**Run 1: metal layers overlaid**

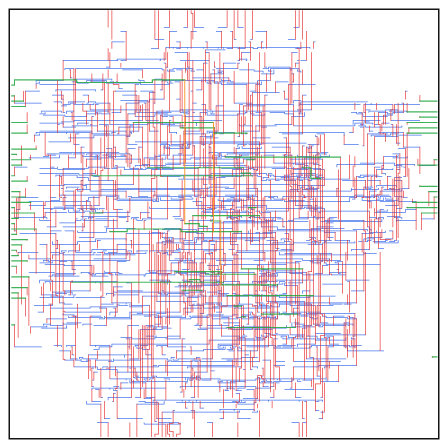
**Run 1: clock distribution**

Bar = 20 µm.
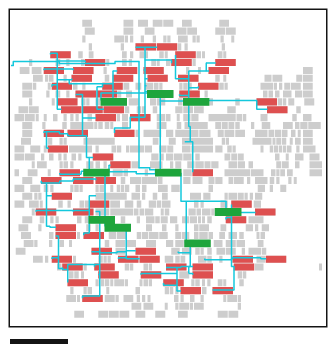
**Run 1: signal wires on met3**

Bar = 20 µm.
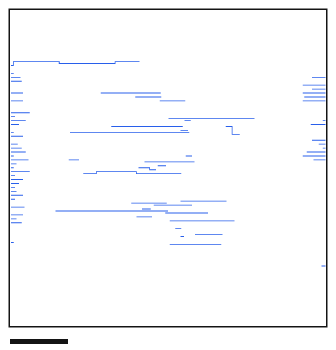
**config.mk**
```make
export PLATFORM = sky130hd
export DESIGN_NAME = uart_rdata_sender
export DESIGN_NICKNAME = d
export VERILOG_FILES = /design/src/rtl/uart_mon_pkg.sv /design/src/rtl/hex_nibble_ascii.sv /design/src/rtl/uart_rdata_sender.sv
export SDC_FILE = /design/constraint.sdc
export NUM_CORES = 1
export LEC_CHECK = 0
export ABC_CLOCK_PERIOD_IN_PS = 5000
export CORE_UTILIZATION = 35
export DETAILED_ROUTE_END_ITERATION = 6
export SYNTH_ARGS = -nofsm -noshare
export SYNTH_HDL_FRONTEND = slang
export SYNTH_SLANG_ARGS = --single-unit
```
**constraint.sdc**
```tcl
create_clock -name clk -period 5 [get_ports clk]
set_input_delay 1.5 -clock clk [delete_from_list [all_inputs] [get_ports clk]]
set_output_delay 1.5 -clock clk [all_outputs]
set_load 0.02 [all_outputs]
```
**src/rtl/uart_mon_pkg.sv**
```systemverilog
// Shared encodings for the UART monitor dump path: sender FSM states and ASCII constants.
package uart_mon_pkg;

  typedef enum logic [1:0] {
    S_IDLE  = 2'd0,
    S_SEND  = 2'd1,
    S_DRAIN = 2'd2,
    S_DONE  = 2'd3
  } snd_state_e;

  localparam logic [7:0] ASC_CR = 8'h0D;
  localparam logic [7:0] ASC_LF = 8'h0A;
  localparam logic [7:0] ASC_SP = 8'h20;
  localparam logic [7:0] ASC_0  = 8'h30;
  localparam logic [7:0] ASC_A  = 8'h41;

endpackage

```
**src/rtl/hex_nibble_ascii.sv**
```systemverilog
// Combinational 4-bit nibble to uppercase ASCII hex digit.
module hex_nibble_ascii
  import uart_mon_pkg::*;
(
  input  logic [3:0] nibble_i,
  output logic [7:0] ascii_o
);

  always_comb begin
    if (nibble_i < 4'd10) begin
      ascii_o = ASC_0 + {4'h0, nibble_i};
    end else begin
      ascii_o = ASC_A + {4'h0, nibble_i} - 8'd10;
    end
  end

endmodule

```
**src/rtl/uart_rdata_sender.sv**
```systemverilog
// Renders one 64-bit dump beat as an ASCII hex line into the UART TX queue,
// then pulses flushing_wq once the queue has drained.
module uart_rdata_sender
  import uart_mon_pkg::*;
#(
  parameter logic [7:0] SEP_CHAR = 8'h20,
  parameter bit         EOL_CRLF = 1'b1
) (
  input  logic        clk,
  input  logic        rst,
  input  logic        rdata_snd_start,
  input  logic [63:0] rdata_snd,
  input  logic        snd_abort,
  input  logic        tx_full,
  input  logic        tx_empty,
  output logic [7:0]  tx_wdata,
  output logic        tx_we,
  output logic        flushing_wq,
  output logic        snd_busy
);

  localparam logic [4:0] LastIdx = EOL_CRLF ? 5'd18 : 5'd17;

  snd_state_e  state_q, state_d;
  logic [4:0]  idx_q, idx_d;
  logic [63:0] hold_q, hold_d;

  logic [4:0]  idx_m1;
  logic [3:0]  nib_pos;
  logic [63:0] hold_shifted;
  logic [7:0]  hex_char;
  logic [7:0]  cur_byte;

  // Index 8 is the separator, so digits after it sit one position lower.
  assign idx_m1       = idx_q - 5'd1;
  assign nib_pos      = (idx_q < 5'd8) ? idx_q[3:0] : idx_m1[3:0];
  assign hold_shifted = hold_q << {nib_pos, 2'b00};

  hex_nibble_ascii u_hex (
    .nibble_i (hold_shifted[63:60]),
    .ascii_o  (hex_char)
  );

  always_comb begin
    if (idx_q == 5'd8) begin
      cur_byte = SEP_CHAR;
    end else if (idx_q <= 5'd16) begin
      cur_byte = hex_char;
    end else if (idx_q == 5'd17 && EOL_CRLF) begin
      cur_byte = ASC_CR;
    end else begin
      cur_byte = ASC_LF;
    end
  end

  always_comb begin
    state_d     = state_q;
    idx_d       = idx_q;
    hold_d      = hold_q;
    tx_we       = 1'b0;
    tx_wdata    = 8'h00;
    flushing_wq = 1'b0;
    unique case (state_q)
      S_IDLE: begin
        if (rdata_snd_start && !snd_abort) begin
          hold_d  = rdata_snd;
          idx_d   = 5'd0;
          state_d = S_SEND;
        end
      end
      S_SEND: begin
        if (snd_abort) begin
          state_d = S_IDLE;
        end else if (!tx_full) begin
          tx_we    = 1'b1;
          tx_wdata = cur_byte;
          if (idx_q == LastIdx) begin
            state_d = S_DRAIN;
          end else begin
            idx_d = idx_q + 5'd1;
          end
        end
      end
      S_DRAIN: begin
        if (snd_abort) begin
          state_d = S_IDLE;
        end else if (tx_empty) begin
          state_d = S_DONE;
        end
      end
      S_DONE: begin
        flushing_wq = 1'b1;
        state_d     = S_IDLE;
      end
      default: state_d = S_IDLE;
    endcase
  end

  assign snd_busy = (state_q != S_IDLE);

  always_ff @(posedge clk) begin
    if (rst) begin
      state_q <= S_IDLE;
      idx_q   <= 5'd0;
      hold_q  <= 64'h0;
    end else begin
      state_q <= state_d;
      idx_q   <= idx_d;
      hold_q  <= hold_d;
    end
  end

endmodule

```
==> reports/summary.txt, run 1 <==
Final Critical Period = 4795 ps
Global route overflow = 0
WHS = 455.9 ps
All-Layer GR Usage = 19.77%
Final period util = 95.90%
Cell Rows = 38
I/O Buffers = 79
Unique cell types = 62
Core Util at FP = 36.54%
PD cells = 292.6 nW/µm²
Hold Crit Class = register to register
Post-synth ARST share = 0%
Yosys reg bits = 71
Yosys Warn Count = 0
Tool Warnings = 30
Residual DRC = 0
WL per Instance = 14.92 µm
Hold EP = hold_q[18]
Nets = 687
Top Metal Used = met4
FF-to-FF Start = state_q[1]
CTS hold repair buffers = 0
Pleak = 1.934 nW
Vias in the first global route = 3834
First-pass GRT wire length = 18310 µm
Pins Over Slew Limit = 0
Post-synth EDFFs = 0
XORs/XNORs by Area = 1.087%
Startpoint class of the critical path = register
VDD IR max = 0.1398 mV
Yosys cell count = 536
Busiest grt layer = met2
Critical setup path kind = register to output pin
F_max = 208.6 MHz
Mux area share = 7.513%
Final Hold Viols = 0
Total power = 1.584 mW
Area grow syn2layout = 34.34%
Setup TNS = 0 ps
Worst-path clk slew = 60 ps
Routed wl met3 = 568 µm
CTS tree = done
Syn_area_per_cell = 7.519 µm²
Synth area leaders = dfxtp_1 (35%), nand2_1 (14%), a21oi_1 (10%)
Synthesized instance count = 536
Largest net degree at the start of global routing = 69
Max Buffers Root-to-Sink = 2
DP HPWL = 8130 µm
Boundary Pins = 81
R2R depth = 6
Met2 usage = 32.26%
Synthesized Nets = 612
Yosys top cell by area = dfxtp_1
Number of maximum-capacitance violations = 0
Worst-margin pin slew = 668.8 ps
Status = complete, no violations
Sink Count = 71
Back to the opening pictures, 'metal layers overlaid':
Key: met3 = green [wire length 569 µm]; met4 = orange [wire length 80.9 µm]; met1 = blue [wire length 5380 µm]; met2 = red [wire length 5260 µm]

Back to the opening pictures, 'clock distribution':
Key: clock wires = cyan [length 917 µm]; flip-flops = red [count 71]; cells driving clock nets = green [count 9]
There are 10 routed clock nets.

Back to the opening pictures, 'signal wires on met3':
The longest straight run is 40.9 µm. The wires run mostly horizontal. The layer holds 5.0% of the routed length. The layer carries 569 µm of wire. 67 nets have wire on it.
M3 GR Usage: 3.853%
vias: 3958
WL final: 11280 µm

run 1: Yosys cell counts (all sizes together), types with 2 or more instances:
cell type / instances
a22oi: 3
o21ai: 17
or2: 3
nor3: 19
dfxtp: 71
xnor2: 2
o221ai: 2
a211oi: 4
o211ai: 2
o22ai: 8
nand4: 2
nor4: 2
a31oi: 4
xor2: 3
clkbuf: 21
a32oi: 6
nor4b: 2
a2111oi: 2
ha: 6
nor2: 18
inv: 12
a211o: 6
a21oi: 83
nand2: 149
nand2b: 4
and2: 4
nor2b: 7
mux4: 5
nand3: 10
a221oi: 3
mux2i: 19
buf: 21
run 1: stage by stage:
step	instances	setup slack, ps	util (%)	cell area [µm²]
2_1_floorplan	536	272.1	-	4030
3_3_place_gp	739	183.4	45.38	5006
3_5_place_dp	739	107.0	45.38	5006
4_1_cts	755	6.921	48.67	5369
5_1_grt	756	9.236	49.08	5414
6_report	756	205.0	49.08	5414
run 1: layout make-up:
class | count | area (µm²)
fill | 1115 | 5617
multi-input combinational | 411 | 2421
clock inverter | 6 | 116.4
timing repair buffer | 106 | 996.0
clock buffer | 10 | 239.0
inverter | 12 | 45.04
sequential | 71 | 1421
tap | 140 | 175.2
run 1: flip-flops by register name (all words and copies together) (netlist names):
signal / count
hold_q: 64
idx_q: 5
state_q: 2
run 1: timing repair:
action                     4_1_cts  5_1_grt
cloned                           0        0
gates resized                    6       10
pin swaps                        0        1
buffers inserted                 0        1
setup endpoints to repair        7        6
run 1: placed cells by master (no fill, tap or decap), types with 3 or more instances in the layout:
master             n
nand2_1          149
a21oi_1           83
dfxtp_1           71
clkdlybuf4s50_1   71
buf_4             27
mux2i_1           19
nor3_1            16
nor2_1            15
o21ai_0           11
inv_1              9
nand3_1            9
clkbuf_16          9
o22ai_1            8
nor2b_1            6
a32oi_1            6
a211o_1            5
mux4_2             5
o21ai_1            4
nand2b_1           4
and2_1             4
a31oi_1            4
a211oi_1           4
ha_1               4
dlymetal6s2s_1     4
inv_2              3
nor2_2             3
nor3_2             3
a22oi_1            3
xor2_1             3
bufinv_16          3
run 1: how the worst max path moves through the flow:
stage	start	to	slack [ps]	cells after the start
floorplan	idx_q[1]	tx_wdata[1]	270	14
global placement	tx_full	tx_wdata[1]	180	7
detailed placement	tx_full	tx_wdata[1]	110	7
CTS	idx_q[1]	tx_wdata[0]	7	12
global route	idx_q[0]	tx_wdata[2]	9	13
finish	idx_q[1]	tx_wdata[1]	200	13
run 1: critical path, stage by stage, from the launching register on:
cell and delay [ps]:
dfxtp_1 340, inv_2 40, ha_2 420, o21ai_2 100, o21ai_2 110, mux4_2 520, o2bb2a_2 280, o211ai_4 130
inv_1 80, ha_1 300, inv_1 50, o21ai_0 70, o21ai_0 190, clkdlybuf4s15_1 330
run 1: cell families after synthesis:
group                      count (synthesis)
and+or+nand+nor                          224
AOI/OAI and AO/OA                        151
DFF                                       71
buffers and inverters                     54
muxes                                     24
adders and majority gates                  6
xor gates and xnor gates                   5
other                                      1
run 1: report_power, final:
part           leakage (nW)  switching, mW  internal [mW]
clock                 0.173          0.246          0.504
sequential            0.579         0.0197          0.591
combinational          1.18          0.111          0.112
total                  1.93          0.377           1.21
==> run 2: changes to the inputs <==
Settings changed: PLACE_DENSITY from default to 0.67.
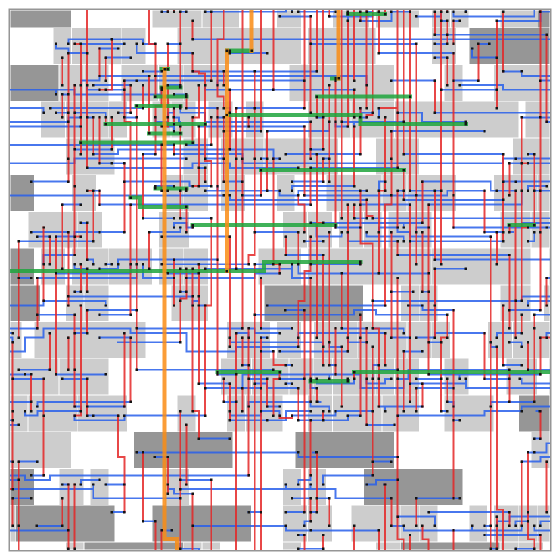
**Above:** run 2 (layout detail).
Region (35, 13) to (75, 53) µm. Cells in gray, sequential cells in the stronger gray; small squares are vias.
Key: met2 = red; met4 = orange; met1 = blue; met3 = green
117 logic cells have their middle in the window. Most frequent: nand2_1 (22), a21oi_1 (18), mux2i_1 (11). Netlist names of flops here include hold_q (6), idx_q (1). Sequential cells in the window: 7.

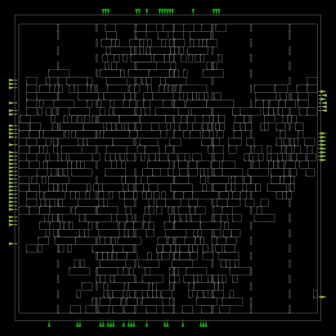
**Above:** run 2 (cell outlines without signal wires).
final std cells w/o fill: 750
fin util: 47.69%
Core Area: 11030 µm²
# Taps: 140
Seq area share: 27.02%

==> reports/summary.txt, run 2 <==
Setup Slack @ Placement = 84.50 ps
# placed instances = 734
I/O Buffers = 79
Worst-margin pin slew = 647.2 ps
F_max = 207.2 MHz
Vias = 4060
Yosys Warn Count = 0
Cell Rows = 38
Number of maximum-capacitance violations = 0
Sw frac = 26.13%
Most common reg cell = dfxtp_1
VDD IR max = 0.1655 mV
Final period util = 96.54%
Status = complete, no violations
Mux area share = 7.513%
Most flop-heavy register = hold_q
Biggest regs = hold_q x64, idx_q x5, state_q x2
NetSw = 371.7 µW
Placed Area = 4981 µm²
Crit path largest cell delay = 380 ps
Sequential Power Share = 42.9%
Vias in the first global route = 3801
Yosys top cell by area = dfxtp_1
Synthesized Nets = 612
CTS hold repair buffers = 0
Pleak = 1.820 nW
Nets = 681
Yosys reg bits = 71
Post-route cell area = 5260 µm²
XORs/XNORs by Area = 1.087%
Most instantiated logic cell after routing = nand2_1
Tool Warnings = 30
Final Hold Viols = 0
Boundary Pins = 81
Sink Count = 71
Critical setup path kind = register to output pin
Most common cell in the netlist = nand2_1
Unique cell types = 62
Post-CTS setup buffer count = 0
Area grow syn2layout = 30.52%
Post-synth EDFFs = 0
Startpoint class of the critical path = register
Crit-path slowest cell = ha_1
Final Critical Period = 4827 ps
Commonest cells post-synth = nand2_1 (149), a21oi_1 (83), dfxtp_1 (71), clkbuf_1 (21), mux2i_1 (19)
Global route overflow = 0
Most frequent CP cell = ha_1
Worst Path Buf+Inv = 4
Max Buffers Root-to-Sink = 2
Max FFs per register = 64
Syn_area_per_cell = 7.519 µm²
WHS = 454.0 ps
CTS tree = done
Share of power burned in combinational logic = 15.4%
Pins Over Slew Limit = 0
WL per Instance = 14.75 µm
PD cells = 270.4 nW/µm²
PnR worst setup slack = 172.9 ps
DP HPWL = 8025 µm
First-pass GRT wire length = 18150 µm
Core Util at FP = 36.54%
Largest net degree at the start of global routing = 69
Yosys cell count = 536
All-Layer GR Usage = 19.47%
Synthesized instance count = 536
Most numerous logic cells after layout = nand2_1 (149), a21oi_1 (83), dfxtp_1 (71), clkdlybuf4s50_1 (71), buf_4 (20)
Setup TNS = 0 ps
WL final = 11060 µm
Delay-heaviest family, CP = AND-OR/OR-AND gates
Post-synth ARST share = 0%
Residual DRC = 0
Synth area leaders = dfxtp_1 (35%), nand2_1 (14%), a21oi_1 (10%)
Critical-path cell list = inv_2, ha_1, buf_12, o21ba_2, a32oi_1, nor2_1, a2111o_1, o211ai_4, inv_1, ha_1, nor2b_1, o21ai_1, nor3_1, dlygate4sd2_1
Worst-path clk slew = 50 ps
## run 2: cell counts after synthesis
Identical to the previous run, type by type.
## run 2: timing repair
item	4_1_cts	5_1_grt
endpoints found under the setup margin	7	2
gates resized	10	5
pin swaps	1	0
## run 2: layout make-up
cell class | instances | area (µm²)
Fill cell | 1107 | 5771
Multi-Input combinational cell | 411 | 2404
Sequential cell | 71 | 1421
Timing Repair Buffer | 100 | 939.7
Clock buffer | 11 | 242.7
Tap cell | 140 | 175.2
Inverter | 12 | 45.04
Clock inverter | 5 | 32.53
## run 2: logic make-up after synthesis
group | Yosys count
AND/OR/NAND/NOR | 224
AND-OR/OR-AND | 151
XOR/XNOR | 5
flip-flops | 71
buffers and inverters | 54
adder cells (fa/ha/maj) | 6
multiplexers | 24
other | 1
## run 2: worst paths after layout
check | to | slack (ps) | cells past startpoint | from
max reg2reg | hold_q[47] | 3170 | 5 | state_q[1]
min reg2reg | hold_q[18] | 450 | 2 | hold_q[18]
min | hold_q[18] | 450 | 2 | hold_q[18]
max | tx_wdata[6] | 170 | 14 | idx_q[0]
## run 2: power groups by stage
| stage | registers, mW | logic (mW) | clock network, mW |
|---|---|---|---|
| after floorplan | 0.616 | 0.128 | 0 |
| after global placement | 0.622 | 0.215 | 0 |
| after detailed placement | 0.623 | 0.219 | 0 |
| after CTS | 0.611 | 0.220 | 0.598 |
| after global routing | 0.614 | 0.243 | 0.628 |
| final | 0.611 | 0.220 | 0.592 |
## run 2: metal layers
| metal | wire length (µm) | part of all wire (%) | GRT usage [%] |
|---|---|---|---|
| met2 | 5123 | 46 | 31.36 |
| met5 | 0 | 0 | 0 |
| met1 | 5301 | 48 | 26.27 |
| met3 | 494 | 4.5 | 3.616 |
| met4 | 145 | 1.3 | 6.190 |
## run 2: tightest hold or removal path: cells and delay by family, from the launching register on
family           cells  cell delay (ps)
flip-flops           1              300
AND/OR/NAND/NOR      1               50
AND-OR/OR-AND        1               50
Power figures rest on the tool's default switching activity, not on a simulated workload.
